Figure 1. Placement by cell class (run 1).
Scale: 4 px per µm.
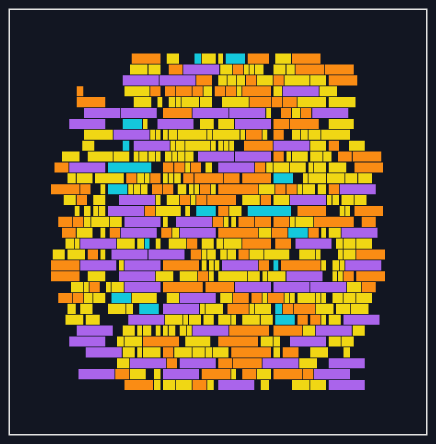
Figure 2. Sizing map (run 1).
Scale: 4 px per µm.
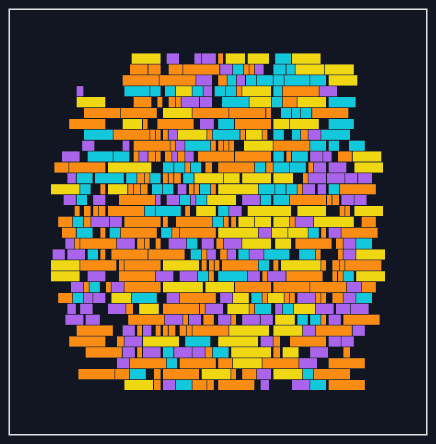
Figure 3. Sequential cells grouped by signal name (run 1).
Scale: 4 px per µm.
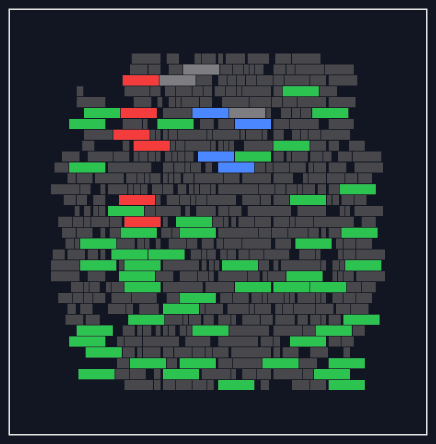
Figure 4. Met3 routing (run 1).
Scale: 2 px per µm. Cells faint in the background.
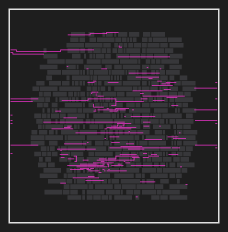
<file path="src/rtl/lock_key_pkg.sv">
`default_nettype none
// ============================================================================
// Module   : lock_key_pkg
// Purpose  : Shared sizes, FSM state encoding and helpers for the key window
//            feeder and its counter.
// Revision : 1.0  initial release
// ============================================================================
package lock_key_pkg;

  localparam int KEY_W    = 12;
  localparam int NUM_KEYS = 4;
  localparam int WINDOW   = 12;
  localparam int PERIOD   = WINDOW * NUM_KEYS;
  localparam int IDX_W    = $clog2(NUM_KEYS);
  localparam int CNT_W    = $clog2(PERIOD);

  typedef enum logic [1:0] {
    EMPTY   = 2'd0,
    LOADING = 2'd1,
    ARMING  = 2'd2,
    RUN     = 2'd3
  } key_state_e;

  // The MSB of a stored word feeds keyinput0, so words are reversed on output.
  function automatic logic [KEY_W-1:0] bitrev(input logic [KEY_W-1:0] w);
    logic [KEY_W-1:0] r;
    for (int i = 0; i < KEY_W; i++) begin
      r[i] = w[KEY_W-1-i];
    end
    return r;
  endfunction

endpackage
`default_nettype wire

</file>
<file path="src/rtl/key_window_ctr.sv">
`default_nettype none
// ============================================================================
// Module   : key_window_ctr
// Purpose  : Free-running modulo-PERIOD counter on the falling edge, with the
//            window index and a strobe marking the last cycle of a window.
// Revision : 1.0  initial release
// ============================================================================
module key_window_ctr
  import lock_key_pkg::*;
(
  input  logic             clk,
  input  logic             rst,
  output logic [CNT_W-1:0] cnt_o,
  output logic [IDX_W-1:0] win_o,
  output logic             win_start_o
);

  logic [CNT_W-1:0] cnt_q;
  logic [CNT_W-1:0] cnt_d;

  // Next count: wrap after PERIOD-1 so the sequence matches the consumer.
  always_comb begin
    cnt_d = cnt_q + 1'b1;
    if (cnt_q == CNT_W'(PERIOD - 1)) begin
      cnt_d = '0;
    end
  end

  // Counter register, falling edge to line up with the consumer.
  always_ff @(negedge clk or negedge rst) begin
    if (!rst) begin
      cnt_q <= '0;
    end else begin
      cnt_q <= cnt_d;
    end
  end

  assign cnt_o       = cnt_q;
  assign win_o       = IDX_W'(cnt_q / CNT_W'(WINDOW));
  // High in the last cycle of a window: the coming edge starts a new window.
  assign win_start_o = ((cnt_q % CNT_W'(WINDOW)) == CNT_W'(WINDOW - 1));

endmodule
`default_nettype wire

</file>
<file path="src/rtl/key_window_feeder.sv">
`default_nettype none
// ============================================================================
// Module   : key_window_feeder
// Purpose  : Holds a bank of key words loaded over valid/ready, and once the
//            schedule is committed drives the word for the current counter
//            window to the consumer's keyinput bus.
// Revision : 1.0  initial release
// ============================================================================
module key_window_feeder
  import lock_key_pkg::*;
(
  input  logic             clk,
  input  logic             rst,
  input  logic             ld_valid,
  output logic             ld_ready,
  input  logic [IDX_W-1:0] ld_idx,
  input  logic [KEY_W-1:0] ld_data,
  input  logic             ld_commit,
  input  logic             ld_clear,
  output logic [KEY_W-1:0] key_out,
  output logic             key_armed,
  output logic             ld_err
);

  key_state_e                     state_q, state_d;
  logic [NUM_KEYS-1:0][KEY_W-1:0] bank_q, bank_d;
  logic [NUM_KEYS-1:0]            mask_q, mask_d;
  logic                           err_q, err_d;

  logic                           w_xfer;
  logic [IDX_W-1:0]               w_win;
  logic                           w_win_start;
  // Raw count is not needed here; the window index and strobe carry everything.
  logic [CNT_W-1:0]               w_cnt_unused;

  key_window_ctr u_ctr (
    .clk         (clk),
    .rst         (rst),
    .cnt_o       (w_cnt_unused),
    .win_o       (w_win),
    .win_start_o (w_win_start)
  );

  assign w_xfer = ld_valid && (state_q != RUN);

  // Next state: clear beats commit, commit sees the word written on the same edge.
  always_comb begin
    state_d = state_q;
    bank_d  = bank_q;
    mask_d  = mask_q;
    err_d   = 1'b0;

    if (ld_clear) begin
      state_d = EMPTY;
      bank_d  = '0;
      mask_d  = '0;
    end else begin
      if (w_xfer) begin
        bank_d[ld_idx] = ld_data;
        mask_d[ld_idx] = 1'b1;
      end

      unique case (state_q)
        EMPTY, LOADING: begin
          if (w_xfer) begin
            state_d = LOADING;
          end
          if (ld_commit) begin
            if (&mask_d) begin
              // Go live only on a window boundary so no partial window is seen.
              state_d = w_win_start ? RUN : ARMING;
            end else begin
              err_d = 1'b1;
            end
          end
        end
        ARMING: begin
          if (w_win_start) begin
            state_d = RUN;
          end
        end
        RUN: begin
          state_d = RUN;
        end
      endcase
    end
  end

  // State, bank and error registers; reset is asynchronous and shared with the consumer.
  always_ff @(negedge clk or negedge rst) begin
    if (!rst) begin
      state_q <= EMPTY;
      bank_q  <= '0;
      mask_q  <= '0;
      err_q   <= 1'b0;
    end else begin
      state_q <= state_d;
      bank_q  <= bank_d;
      mask_q  <= mask_d;
      err_q   <= err_d;
    end
  end

  assign ld_ready  = (state_q != RUN);
  assign key_armed = (state_q == RUN);
  assign ld_err    = err_q;
  assign key_out   = (state_q == RUN) ? bitrev(bank_q[w_win]) : '0;

endmodule
`default_nettype wire

</file>
<file path="config.mk">
export PLATFORM = sky130hd
export DESIGN_NAME = key_window_feeder
export DESIGN_NICKNAME = d
export VERILOG_FILES = /design/src/rtl/lock_key_pkg.sv /design/src/rtl/key_window_ctr.sv /design/src/rtl/key_window_feeder.sv
export SDC_FILE = /design/constraint.sdc
export NUM_CORES = 1
export LEC_CHECK = 0
export ABC_AREA = 1
export CAP_MARGIN = 25
export CORE_AREA = 10 10 94 96
export CTS_CLUSTER_DIAMETER = 80
export DETAILED_ROUTE_END_ITERATION = 10
export DIE_AREA = 0 0 104 106
export PLACE_DENSITY = 0.72
export REMOVE_ABC_BUFFERS = 1
export SLEW_MARGIN = 25
export SYNTH_ARGS = -nofsm -noshare
export SYNTH_HDL_FRONTEND = slang
export SYNTH_SLANG_ARGS = --single-unit
</file>
<file path="constraint.sdc">
create_clock -name clk -period 2.05 [get_ports clk]
set_input_delay 0.615 -clock clk [delete_from_list [all_inputs] [get_ports clk]]
set_output_delay 0.615 -clock clk [all_outputs]
set_load 0.05 [all_outputs]
</file>
==> results.py, run 1 <==
# Synthesis and PnR figures
metrics = {
    "status": {
        "status": "finished with violations",
        "violations": "negative setup slack",
    },
    "place": {
        "post-place-cells": 527,
        "hpwlAfterDp_um": 5560,
    },
    "timing": {
        "rsz0062_at_grt": "yes",
        "setup_violations": 68,
        "tightest_slew_ns": 0.284,
        "timing_hold_violations_final": 0,
        "timing.hold.ws_ns": 0.400,
        "fin_setup_tns_ns": -32.72,
        "skew_ns": 0.00869,
        "drv_slew": 0,
        "maxSlewHeadroom_pct": 81.0,
        "setup_slack_ns": -1.84,
    },
    "power": {
        "leakagePower_nw": 2.33,
        "vdd_drop_max_uv": 388,
    },
    "worst_hold_path": {
        "min_path_cells": 1,
        "hp-start": "u_ctr.cnt_o[0]$_DFF_NN0_",
    },
    "clock_tree": {
        "ctsHoldBuffers": 0,
        "htree_num_levels": 3,
        "clk_path_buf_depth": 2,
        "clkLatencyLatePin_ns": 0.34,
        "cts-root-buf": "clkbuf_8",
        "cts_sinks": 61,
    },
    "critical_path": {
        "path_delay_family": "simple AND/OR/NAND/NOR gates",
        "worst-path-buf-inv": 3,
        "startpoint": "u_ctr.cnt_o[4]$_DFF_NN0_",
        "worstPathArrival_ns": 3.27,
        "startpoint_type": "register",
        "end_kind": "primary output",
        "max_stage_delay_ns": 0.51,
        "critPathKind": "register to primary output",
        "required_ns": 1.43,
        "crit_chain": "nand2_2, nand2_2, nand3_4, nand3_4, nand2_8, buf_12, o21ai_1, nand2_1, a21oi_2, buf_4, buf_12",
        "crit_fanout": 9,
        "r2r_cells": 10,
        "cp.depth": 11,
        "rr_endpoint": "state_q[0]$_DFFE_NN0P_",
        "slowest_stage": "dfrtn_1",
        "cp-endpoint": "key_out[0]",
        "r2r_start": "state_q[1]$_DFFE_NN0P_",
    },
    "cells_and_area": {
        "stdcell_count": 569,
        "post_route_cells_drive_above_1_share_pct": 58.7,
        "utilization_pct": 79.0,
        "final_net_count": 486,
        "n_antenna_cell": 0,
    },
    "route": {
        "dr.pass1.iters": 4,
        "wl_per_cell_um": 22.9,
        "drt_iter0_drc": 261,
        "drc": 0,
    },
    "floorplan": {
        "die_x_um": 104,
        "rows": 31,
        "chip_area_um2": 11000,
        "io_pins": 34,
        "die_y_um": 106,
    },
    "synth": {
        "syn_inst": 350,
        "synth_cell_type_count": 28,
        "netlist_area_um2": 3030,
        "yosysChipArea_um2": 3030,
        "synth_seq_share_pct": 50.4,
        "ys_warn_count": 0,
        "avgSynthCellArea_um2": 8.65,
        "yosys_cells": 350,
    },
    "global_routing": {
        "overflow": 0,
        "grt_pass1_wl_um": 17900,
        "grt_start_max_net_pins": 37,
        "antenna_found_initial": 0,
        "grt_pass1_vias": 3403,
    },
    "flow_run": {
        "tool_warnings": 29,
    },
}
Back to the opening pictures, Figure 1:
legend:
  purple:
    class: flops
    cells: 61
    share_of_their_area: 28%
  orange:
    class: other buffers and delay cells
    cells: 125
    share_of_their_area: 29%
  cyan:
    class: clock drivers and dummy loads
    cells: 16
    share_of_their_area: 3.8%
  yellow:
    class: all other logic
    cells: 268
    share_of_their_area: 39%

Back to the opening pictures, Figure 2:
legend:
  yellow:
    size: drive 6 and up
    cells: 68
    share: 14%
    most_used: buf_12
  cyan:
    size: drive 3 to 4
    cells: 99
    share: 21%
    most_used: buf_4
  orange:
    size: drive 1 or less
    cells: 194
    share: 41%
    most_used: dfrtn_1
  purple:
    size: drive 2
    cells: 109
    share: 23%
    most_used: o21ai_2
Buffers excl. clock: 125
synthesis-to-layout area growth: 84.2%
final worst slack: -1.84 ns

Back to the opening pictures, Figure 3:
legend:
  green:
    netlist_name: `bank_q`
    flops: 48
  blue:
    netlist_name: `mask_q`
    flops: 4
  red:
    netlist_name: `u_ctr.cnt_o`
    flops: 6

Back to the opening pictures, Figure 4:
nets with wire on the layer: 86
share of all routed wire: 7.0%
wire length on this layer: 917 µm
main direction: horizontal
longest straight run: 40.5 µm
vias: 3292
met3 global-route usage: 5.07%
final wirelength: 13000 µm

==> run 1: layer usage <==
metal  vias to the layer above  global-route usage [%]  routed length (µm)
met4                         0                    10.4                 648
met1                      1609                    23.0                4990
li1                       1416                       -                   -
met5                         -                       0                   0
met3                        67                    5.07                 916
met2                       200                    34.7                6490
==> run 1: cell families (layout without fill, tap and decap cells) <==
family / after synthesis / after routing / share of synthesized area (%)
buf+inv: 68 / 188 / 9.67
flops: 61 / 61 / 50.4
compound gates: 98 / 98 / 21.2
xor+xnor: 1 / 1 / 0.289
fa+ha+maj: 2 / 2 / 0.826
simple gates: 120 / 120 / 17.6
==> run 1: state kept, by name, indices dropped and copies added (netlist names) <==
name         flops
bank_q          48
ld_err           1
mask_q           4
state_q          2
u_ctr.cnt_o      6
==> run 1: Yosys cell counts (all sizes together) <==
library cell   n  area share [%]
nor2           9             1.1
o21ai         37             6.2
nand2         74              10
or2            1            0.21
o21bai         3            0.74
xor2           1            0.29
buf           15             3.1
o211ai        12             4.6
ha             2            0.83
nor4           1            0.21
dfrtn         61              50
nand4          1            0.21
clkbuf         6            0.74
nor3           3            0.50
nand3         31             5.3
o22ai         24             5.0
a21oi         22             4.6
inv           47             5.8
==> run 1: worst reg2reg max path: cells and delay by family, from the launching register on <==
family	cells	cell delay, ns
simple gates	6	0.59
flops	1	0.37
buf+inv	2	0.30
compound gates	2	0.19
==> run 1: worst min-delay path by stage <==
stage / endpoint / slack, ns
after floorplan: u_ctr.cnt_o[0]$_DFF_NN0_ / 0.36
after global placement: u_ctr.cnt_o[0]$_DFF_NN0_ / 0.39
after detailed placement: u_ctr.cnt_o[0]$_DFF_NN0_ / 0.40
after CTS: u_ctr.cnt_o[0]$_DFF_NN0_ / 0.40
after global routing: u_ctr.cnt_o[0]$_DFF_NN0_ / 0.47
final: u_ctr.cnt_o[0]$_DFF_NN0_ / 0.40
==> run 1: layout by cell type, fill, tap and decap left out, drive strengths merged, types with 4 or more instances in the layout <==
master and instances:
inv 46, nor2 9, o21ai 37, dfrtn 61, o211ai 12, clkbuf 13
a21oi 22, clkinv 4, nand3 31, o22ai 24, nand2 74, clkdlybuf4s50 13
buf 109
==> run 1: report_power, final <==
| part | leakage, nW | internal, mW | switching, mW |
|---|---|---|---|
| combinational | 1.39 | 0.235 | 0.275 |
| sequential | 0.834 | 1.25 | 0.0240 |
| clock | 0.107 | 0.679 | 0.507 |
==> run 1: per-stage QoR <==
step / setup WS (ns) / power [mW] / instance area, µm²
finish: -1.84 / 2.97 / 5580
global route: -1.87 / 3.05 / 5580
CTS: -1.64 / 2.84 / 5110
detailed placement: -1.32 / 1.56 / 4120
global placement: -1.26 / 1.55 / 4120
floorplan: -1.96 / 1.38 / 2910
==> run 1: final cells by class <==
type                            instances  area [µm²]
Clock buffer                           11         131
Clock inverter                          5        75.1
Fill cell                             384        1480
Inverter                               47         194
Multi-Input combinational cell        221        1920
Sequential cell                        61        1530
Tap cell                               99         124
Timing Repair Buffer                  125        1610
==> run 1: repair_timing <==
action,in CTS,in global routing
endpoints found under the setup margin,70,67
resized,183,72
pin swaps,46,26
cloned,8,2
endpoints found under the hold margin,0,0
buffers inserted,8,9
Figure 5. Placement view (run 1).
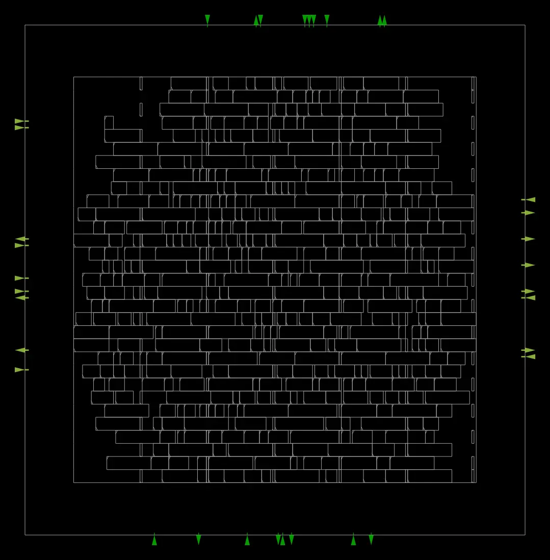

## Run 2: what changed since run 1
--- a/config.mk
+++ b/config.mk
@@ -11,7 +11,7 @@
 export CTS_CLUSTER_DIAMETER = 80
 export DETAILED_ROUTE_END_ITERATION = 10
 export DIE_AREA = 0 0 104 106
-export PLACE_DENSITY = 0.72
+export PLACE_DENSITY = 0.67
 export REMOVE_ABC_BUFFERS = 1
 export SLEW_MARGIN = 25
 export SYNTH_ARGS = -nofsm -noshare
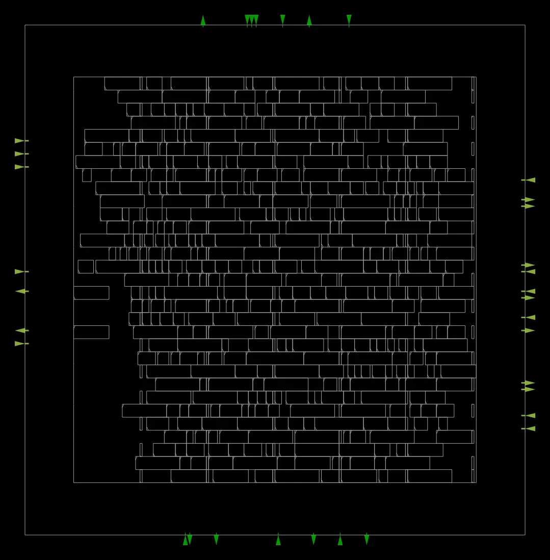
Figure 6: run 2, placement view.
TAP cells: 99
Filler cells: 398

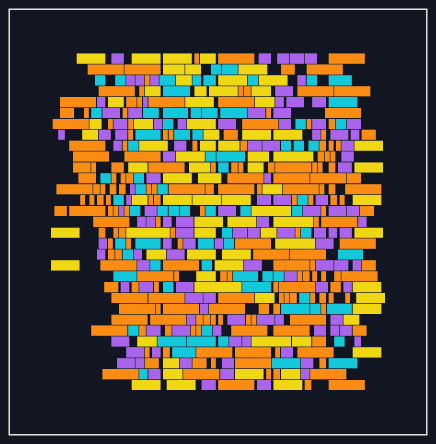
Figure 7: run 2, sizing map.
Scale: 4 px per µm.
legend:
  orange:
    size: drive 1 or less
    cells: 194
    share: 42%
    most_used: dfrtn_1
  yellow:
    size: drive 6 and up
    cells: 76
    share: 17%
    most_used: buf_12
  purple:
    size: drive 2
    cells: 116
    share: 25%
    most_used: nand2_2
  cyan:
    size: drive 3 to 4
    cells: 74
    share: 16%
    most_used: buf_4

==> results.py, run 2 <==
# Synthesis and PnR figures
metrics = {
    "status": {
        "status": "finished with violations",
        "violations": "negative setup slack",
    },
    "route": {
        "via_per_inst": 5.63,
        "num_vias": 3147,
        "routed_wl_um": 12200,
        "drt_iter0_drc": 205,
        "wl_per_cell_um": 21.8,
        "ant_nets": 0,
        "dr.pass1.iters": 5,
        "drc": 0,
    },
    "floorplan": {
        "die_x_um": 104,
        "fp_util_pct": 42.9,
        "io_pins": 34,
        "rows": 31,
        "design.core.area_um2": 7060,
        "chip_area_um2": 11000,
        "die_y_um": 106,
    },
    "cells_and_area": {
        "final_net_count": 476,
        "n_antenna_cell": 0,
        "syn_to_final_growth_pct": 80.4,
        "post_route_cells_drive_above_1_share_pct": 57.8,
        "top_register": "bank_q",
        "final_common_cell": "dfrtn_1",
        "layout_top_cells": "61 x dfrtn_1, 45 x buf_4, 37 x inv_1",
        "largest_reg_flops": 48,
    },
    "synth": {
        "synth-seq-cells": 61,
        "flop_cell": "dfrtn_1",
        "top_cell": "nand2_1",
        "ys_warn_count": 0,
        "yosys_cells": 350,
        "top_cells_by_count": "63 x nand2_1, 61 x dfrtn_1, 46 x inv_1, 32 x o21ai_0, 30 x nand3_1",
        "synth-async-reset-ratio_pct": 100,
        "yosysChipArea_um2": 3030,
        "netlist_area_um2": 3030,
        "syn_inst": 350,
        "topCellsByArea": "dfrtn_1 50%, nand2_1 7.8%, inv_1 5.7%, o21ai_0 5.3%, nand3_1 5.0%",
        "avgSynthCellArea_um2": 8.65,
        "synth_seq_share_pct": 50.4,
        "yosys.area.top_type": "dfrtn_1",
        "synth_cell_type_count": 28,
        "synth-edff-count": 0,
        "top_area_share_pct": 50.4,
    },
    "critical_path": {
        "startpoint_type": "register",
        "r2r_setup_slack_ns": 0.34,
        "worstPathArrival_ns": 3.26,
        "cp.depth": 10,
        "worst-path-buf-inv": 3,
        "required_ns": 1.43,
        "r2r_cells": 10,
        "crit_chain": "inv_2, o21ai_4, nand3_4, nand2_4, buf_12, nand2_1, o21ai_1, nand2_1, a21oi_4, buf_12",
        "path_delay_family": "AND-OR/OR-AND gates",
        "end_kind": "primary output",
        "max_stage_delay_ns": 0.48,
        "critPathKind": "register to primary output",
        "slowest_stage": "dfrtn_1",
        "crit_fanout": 18,
    },
    "clock_tree": {
        "cts_tree": "built",
        "numCtsBuffers": 9,
        "cts_sinks": 61,
        "clkLatencyLatePin_ns": 0.34,
        "clk_path_buf_depth": 2,
        "cts-root-buf": "clkbuf_8",
        "htree_num_levels": 3,
        "clkTransAtPathRegs_ns": 0.05,
        "ctsHoldBuffers": 0,
    },
    "global_routing": {
        "grt_pass1_vias": 3301,
        "grt_usage_pct": 20.4,
        "overflow": 0,
        "antenna_found_initial": 0,
        "grt_pass1_wl_um": 17800,
        "grt_start_max_net_pins": 47,
    },
    "place": {
        "hpwlAfterDp_um": 5140,
        "port_buffers": 33,
        "place.gp.congestion": 0.792,
    },
    "timing": {
        "setup_slack_ns": -1.82,
        "skew_ns": 0.00730,
        "timing.hold.ws_ns": 0.388,
        "setup_violations": 68,
        "fin_setup_tns_ns": -30.93,
        "timing_hold_violations_final": 0,
        "maxSlewHeadroom_pct": 82.0,
        "drv_slew": 0,
        "rsz0062_at_grt": "yes",
        "tightest_slew_ns": 0.270,
    },
    "flow_run": {
        "maxCapViolCount": 0,
        "tool_warnings": 29,
    },
    "power": {
        "vdd_drop_max_uv": 311,
        "leakagePower_nw": 2.19,
        "p_per_area_nw_per_um2": 541,
    },
    "worst_hold_path": {
        "min_path_cells": 1,
        "min_path_type": "register to register",
    },
}
## run 2: cell types whose count changed in the layout (fill, tap and decap cells not counted), sizes merged
cell,delta
buf,-9
clkdlybuf4s50,-1
clkinv,-1
dlygate4sd2,+1
clkdlybuf4s15,-1
inv,-1
clkinvlp,+1
bufbuf,+1
nand2,+1
bufinv,-1
## run 2: worst register-to-register path, cell delays in order, from the launching register on
cell	delay, ns
dfrtn_1	0.44
nand2_2	0.07
buf_12	0.17
buf_4	0.18
nand2_8	0.11
buf_4	0.11
buf_4	0.10
nand2_1	0.07
o21bai_1	0.18
nand3_2	0.08
a21oi_2	0.05
## run 2: final cells by class
class / count / area, µm²
multi-input cells: 222 / 1920
fillers: 398 / 1600
flip-flops and latches: 61 / 1530
repair buffers: 114 / 1470
inverters: 47 / 209
clock buffers: 13 / 169
well taps: 99 / 124
clock inverters: 3 / 42.5
## run 2: repair_timing
item | 4_1_cts | 5_1_grt
resized | 172 | 86
setup buffers | 17 | 9
pin swaps | 40 | 20
cloned | 9 | 0
setup endpoints to repair | 70 | 68
hold endpoints to repair | 0 | 0
## run 2: metrics by stage
step	setup slack (ns)	std cells	total power [mW]	area (µm²)	utilization [%]
6_report	-1.82	559	2.96	5460	77.4
5_1_grt	-1.91	559	3.04	5460	77.4
4_1_cts	-1.61	556	2.84	5090	72.2
3_5_place_dp	-1.31	516	1.55	4050	57.4
3_3_place_gp	-1.27	516	1.55	4050	57.4
2_1_floorplan	-1.96	329	1.38	2910	-
## run 2: kinds of logic (layout without fill, tap and decap cells)
logic type | after synthesis | in the layout | synth area share (%)
AND-OR/OR-AND | 98 | 98 | 21.2
XOR/XNOR | 1 | 1 | 0.289
adder cells (fa/ha/maj) | 2 | 2 | 0.826
buffers and inverters | 68 | 177 | 9.67
flip-flops | 61 | 61 | 50.4
AND/OR/NAND/NOR | 120 | 121 | 17.6
## run 2: final timing paths
check                                          from                  endpoint
setup / recovery           u_ctr.cnt_o[5]$_DFF_NN0_                key_out[7]
hold / removal             u_ctr.cnt_o[0]$_DFF_NN0_  u_ctr.cnt_o[0]$_DFF_NN0_
setup reg to reg             state_q[1]$_DFFE_NN0P_    state_q[0]$_DFFE_NN0P_
hold reg to reg            u_ctr.cnt_o[0]$_DFF_NN0_  u_ctr.cnt_o[0]$_DFF_NN0_
max in group asynchronous                       rst  u_ctr.cnt_o[5]$_DFF_NN0_
min in group asynchronous                       rst    bank_q[15]$_DFFE_NN0P_
## run 2: report_power, final
group,switching [mW],internal [mW]
clock network,0.519,0.660
logic,0.272,0.230
registers,0.0250,1.25
## run 2: layer usage
layer,global-route usage (%),up-vias,part of all wire [%]
met5,0,-,0
met4,10.9,0,4.1
met3,4.41,43,6.5
met2,35.5,145,51
met1,22.9,1563,38
li1,-,1396,-
Figure 8. Met3 routing (run 2).
Scale: 2 px per µm. Cells faint in the background.
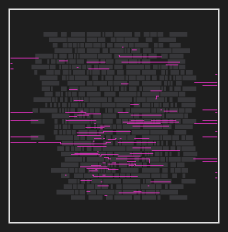

## Run 3: what changed since run 2
--- a/config.mk
+++ b/config.mk
@@ -11,9 +11,11 @@
 export CTS_CLUSTER_DIAMETER = 80
 export DETAILED_ROUTE_END_ITERATION = 10
 export DIE_AREA = 0 0 104 106
-export PLACE_DENSITY = 0.67
+export DONT_BUFFER_PORTS = 1
+export PLACE_DENSITY = 0.61
 export REMOVE_ABC_BUFFERS = 1
 export SLEW_MARGIN = 25
 export SYNTH_ARGS = -nofsm -noshare
 export SYNTH_HDL_FRONTEND = slang
 export SYNTH_SLANG_ARGS = --single-unit
+export TNS_END_PERCENT = 1
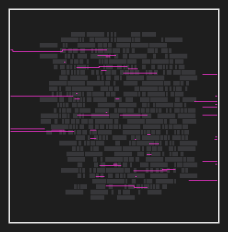
Figure 9: run 3, met3 routing.
Scale: 2 px per µm. Cells faint in the background.
nets with wire on the layer: 30
wire length on this layer: 361 µm
share of all routed wire: 4.4%
main direction: horizontal

==> results.py, run 3 <==
# Synthesis and PnR figures
metrics = {
    "status": {
        "status": "finished with violations",
        "violations": "negative setup slack",
    },
    "cells_and_area": {
        "top_register": "bank_q",
        "post_route_cells_drive_above_1_share_pct": 38.5,
        "syn_to_final_growth_pct": 43.8,
        "final_common_cell": "dfrtn_1",
        "largest_reg_flops": 48,
        "stdcell_count": 528,
        "layout_top_cells": "61 x dfrtn_1, 55 x nand2_1, 54 x buf_4",
        "n_antenna_cell": 0,
        "final_net_count": 445,
    },
    "synth": {
        "synth-edff-count": 0,
        "top_cell": "nand2_1",
        "ys_warn_count": 0,
        "top_cells_by_count": "63 x nand2_1, 61 x dfrtn_1, 46 x inv_1, 32 x o21ai_0, 30 x nand3_1",
        "yosys.area.top_type": "dfrtn_1",
        "synth_cell_type_count": 28,
        "synth_seq_share_pct": 50.4,
        "syn_inst": 350,
        "topCellsByArea": "dfrtn_1 50%, nand2_1 7.8%, inv_1 5.7%, o21ai_0 5.3%, nand3_1 5.0%",
        "flop_cell": "dfrtn_1",
        "top_area_share_pct": 50.4,
        "netlist_area_um2": 3030,
        "avgSynthCellArea_um2": 8.65,
        "synth-seq-cells": 61,
        "yosysChipArea_um2": 3030,
        "yosys_cells": 350,
        "synth-async-reset-ratio_pct": 100,
    },
    "place": {
        "port_buffers": 0,
        "hpwlAfterDp_um": 5180,
        "post-place-cells": 502,
        "place.gp.congestion": 0.788,
    },
    "route": {
        "num_vias": 2710,
        "via_per_inst": 5.13,
        "routed_wl_um": 8260,
        "drt_iter0_drc": 117,
        "drc": 0,
        "ant_nets": 0,
        "wl_per_cell_um": 15.6,
        "dr.pass1.iters": 4,
    },
    "flow_run": {
        "tool_warnings": 29,
        "maxCapViolCount": 0,
    },
    "global_routing": {
        "grt_usage_pct": 14.7,
        "grt_pass1_vias": 2677,
        "overflow": 0,
        "grt_start_max_net_pins": 62,
        "antenna_found_initial": 0,
        "grt_pass1_wl_um": 13100,
    },
    "power": {
        "power.switching_mw": 0.609,
        "total_power_mw": 2.70,
        "cell_internal_pwr_mw": 2.09,
        "seqPwrFrac_pct": 47.0,
        "leakagePower_nw": 1.85,
        "vdd_drop_max_uv": 344,
        "swShare_pct": 22.6,
        "p_per_area_nw_per_um2": 620,
        "p_comb_share_pct": 7.8,
        "clock_power_share_pct": 45.2,
    },
    "timing": {
        "tightest_slew_ns": 0.256,
        "setup_violations": 31,
        "timing_hold_violations_final": 0,
        "rsz0062_at_grt": "yes",
        "maxSlewHeadroom_pct": 82.9,
        "drv_slew": 0,
        "skew_ns": 0.00313,
        "setup_slack_ns": -1.67,
    },
    "clock_tree": {
        "clkTransAtPathRegs_ns": 0.04,
        "ctsHoldBuffers": 0,
        "numCtsBuffers": 9,
        "clkLatencyLatePin_ns": 0.33,
        "clk_path_buf_depth": 2,
        "cts_sinks": 61,
        "htree_num_levels": 3,
        "cts-root-buf": "clkbuf_8",
        "cts_tree": "built",
    },
    "floorplan": {
        "die_y_um": 106,
        "design.core.area_um2": 7060,
        "fp_util_pct": 42.9,
        "chip_area_um2": 11000,
        "io_pins": 34,
        "die_x_um": 104,
    },
    "critical_path": {
        "worstPathArrival_ns": 3.10,
        "end_kind": "primary output",
        "crit_fanout": 14,
        "startpoint_type": "register",
        "critPathKind": "register to primary output",
        "required_ns": 1.43,
    },
    "worst_hold_path": {
        "min_path_type": "register to register",
    },
}
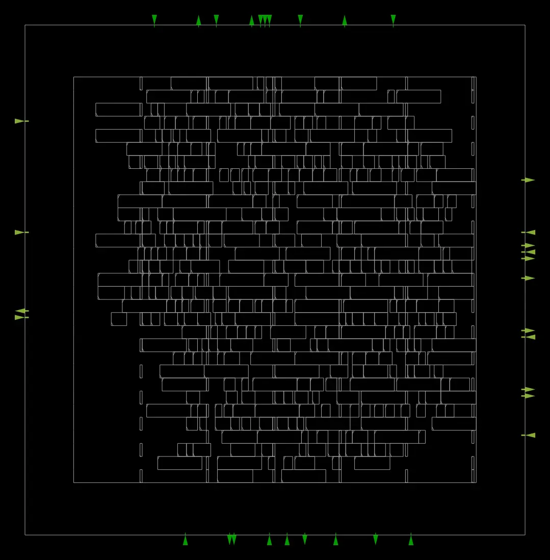
Figure 10: run 3, placement view.
flop share of the area: 35.1%
Filler cells: 567
fin util: 61.7%
Site Rows: 31

## run 3: worst paths after layout
kind / startpoint / cells after the start / end / slack, ns
max: u_ctr.cnt_o[3]$_DFF_NN0_ / 10 / key_out[10] / -1.67
min: u_ctr.cnt_o[0]$_DFF_NN0_ / 1 / u_ctr.cnt_o[0]$_DFF_NN0_ / 0.39
min reg2reg: u_ctr.cnt_o[0]$_DFF_NN0_ / 1 / u_ctr.cnt_o[0]$_DFF_NN0_ / 0.39
max reg2reg: state_q[1]$_DFFE_NN0P_ / 10 / state_q[0]$_DFFE_NN0P_ / 0.42
max in group asynchronous: rst / 0 / bank_q[44]$_DFFE_NN0P_ / 1.03
min in group asynchronous: rst / 0 / bank_q[26]$_DFFE_NN0P_ / 0.89
## run 3: kinds of logic (layout without fill, tap and decap cells)
group | Yosys count | after routing | synth area share [%]
AOI/OAI and AO/OA | 98 | 98 | 21.2
and+or+nand+nor | 120 | 120 | 17.6
buffers and inverters | 68 | 147 | 9.67
xor gates and xnor gates | 1 | 1 | 0.289
DFF | 61 | 61 | 50.4
adders and majority gates | 2 | 2 | 0.826
## run 3: power groups by stage
stage	logic, mW	clock network (mW)	registers (mW)
6_report	0.210	1.22	1.27
3_5_place_dp	0.192	0	1.29
2_1_floorplan	0.0941	0	1.29
5_1_grt	0.230	1.31	1.27
3_3_place_gp	0.190	0	1.29
4_1_cts	0.200	1.25	1.27
## run 3: repair_timing
item / in CTS / in global routing
gates resized: 24 / 51
hold endpoints to repair: 0 / 0
pin swaps: 3 / 16
setup endpoints to repair: 40 / 62
gates cloned: 0 / 3
setup buffers: 0 / 7
## run 3: through the flow
step	hold slack [ns]	area [µm²]	setup TNS, ns	worst slack, ns
floorplan	0.364	2910	-53.89	-1.96
finish	0.387	4350	-22.23	-1.67
global route	0.439	4350	-24.27	-1.75
CTS	0.395	4110	-21.74	-1.61
detailed placement	0.394	3800	-35.84	-1.27
global placement	0.389	3800	-34.84	-1.23
## run 3: final cells by class
type	count	area [µm²]	share of cell area, %
Timing Repair Buffer	84	946	21.7
Sequential cell	61	1530	35.1
Clock buffer	12	155	3.56
Multi-Input combinational cell	221	1350	31.0
Inverter	47	181	4.17
Tap cell	99	124	2.84
Clock inverter	4	70.1	1.61
## run 3: critical path: stages, from the launching register on
cell,delay [ns]
dfrtn_1,0.51
nand2_2,0.09
nand2_2,0.09
nand3_2,0.10
nand3_4,0.11
nand2_8,0.10
clkbuf_16,0.19
o21ai_0,0.15
nand2_1,0.08
a21oi_2,0.17
buf_12,0.16
## run 3: per-layer routing
layer	global-route usage, %	wire, µm
met5	0	0
met4	5.96	154
met3	4.95	361
met2	25.1	4190
met1	16.6	3550
Power and IR drop assume default switching activity.
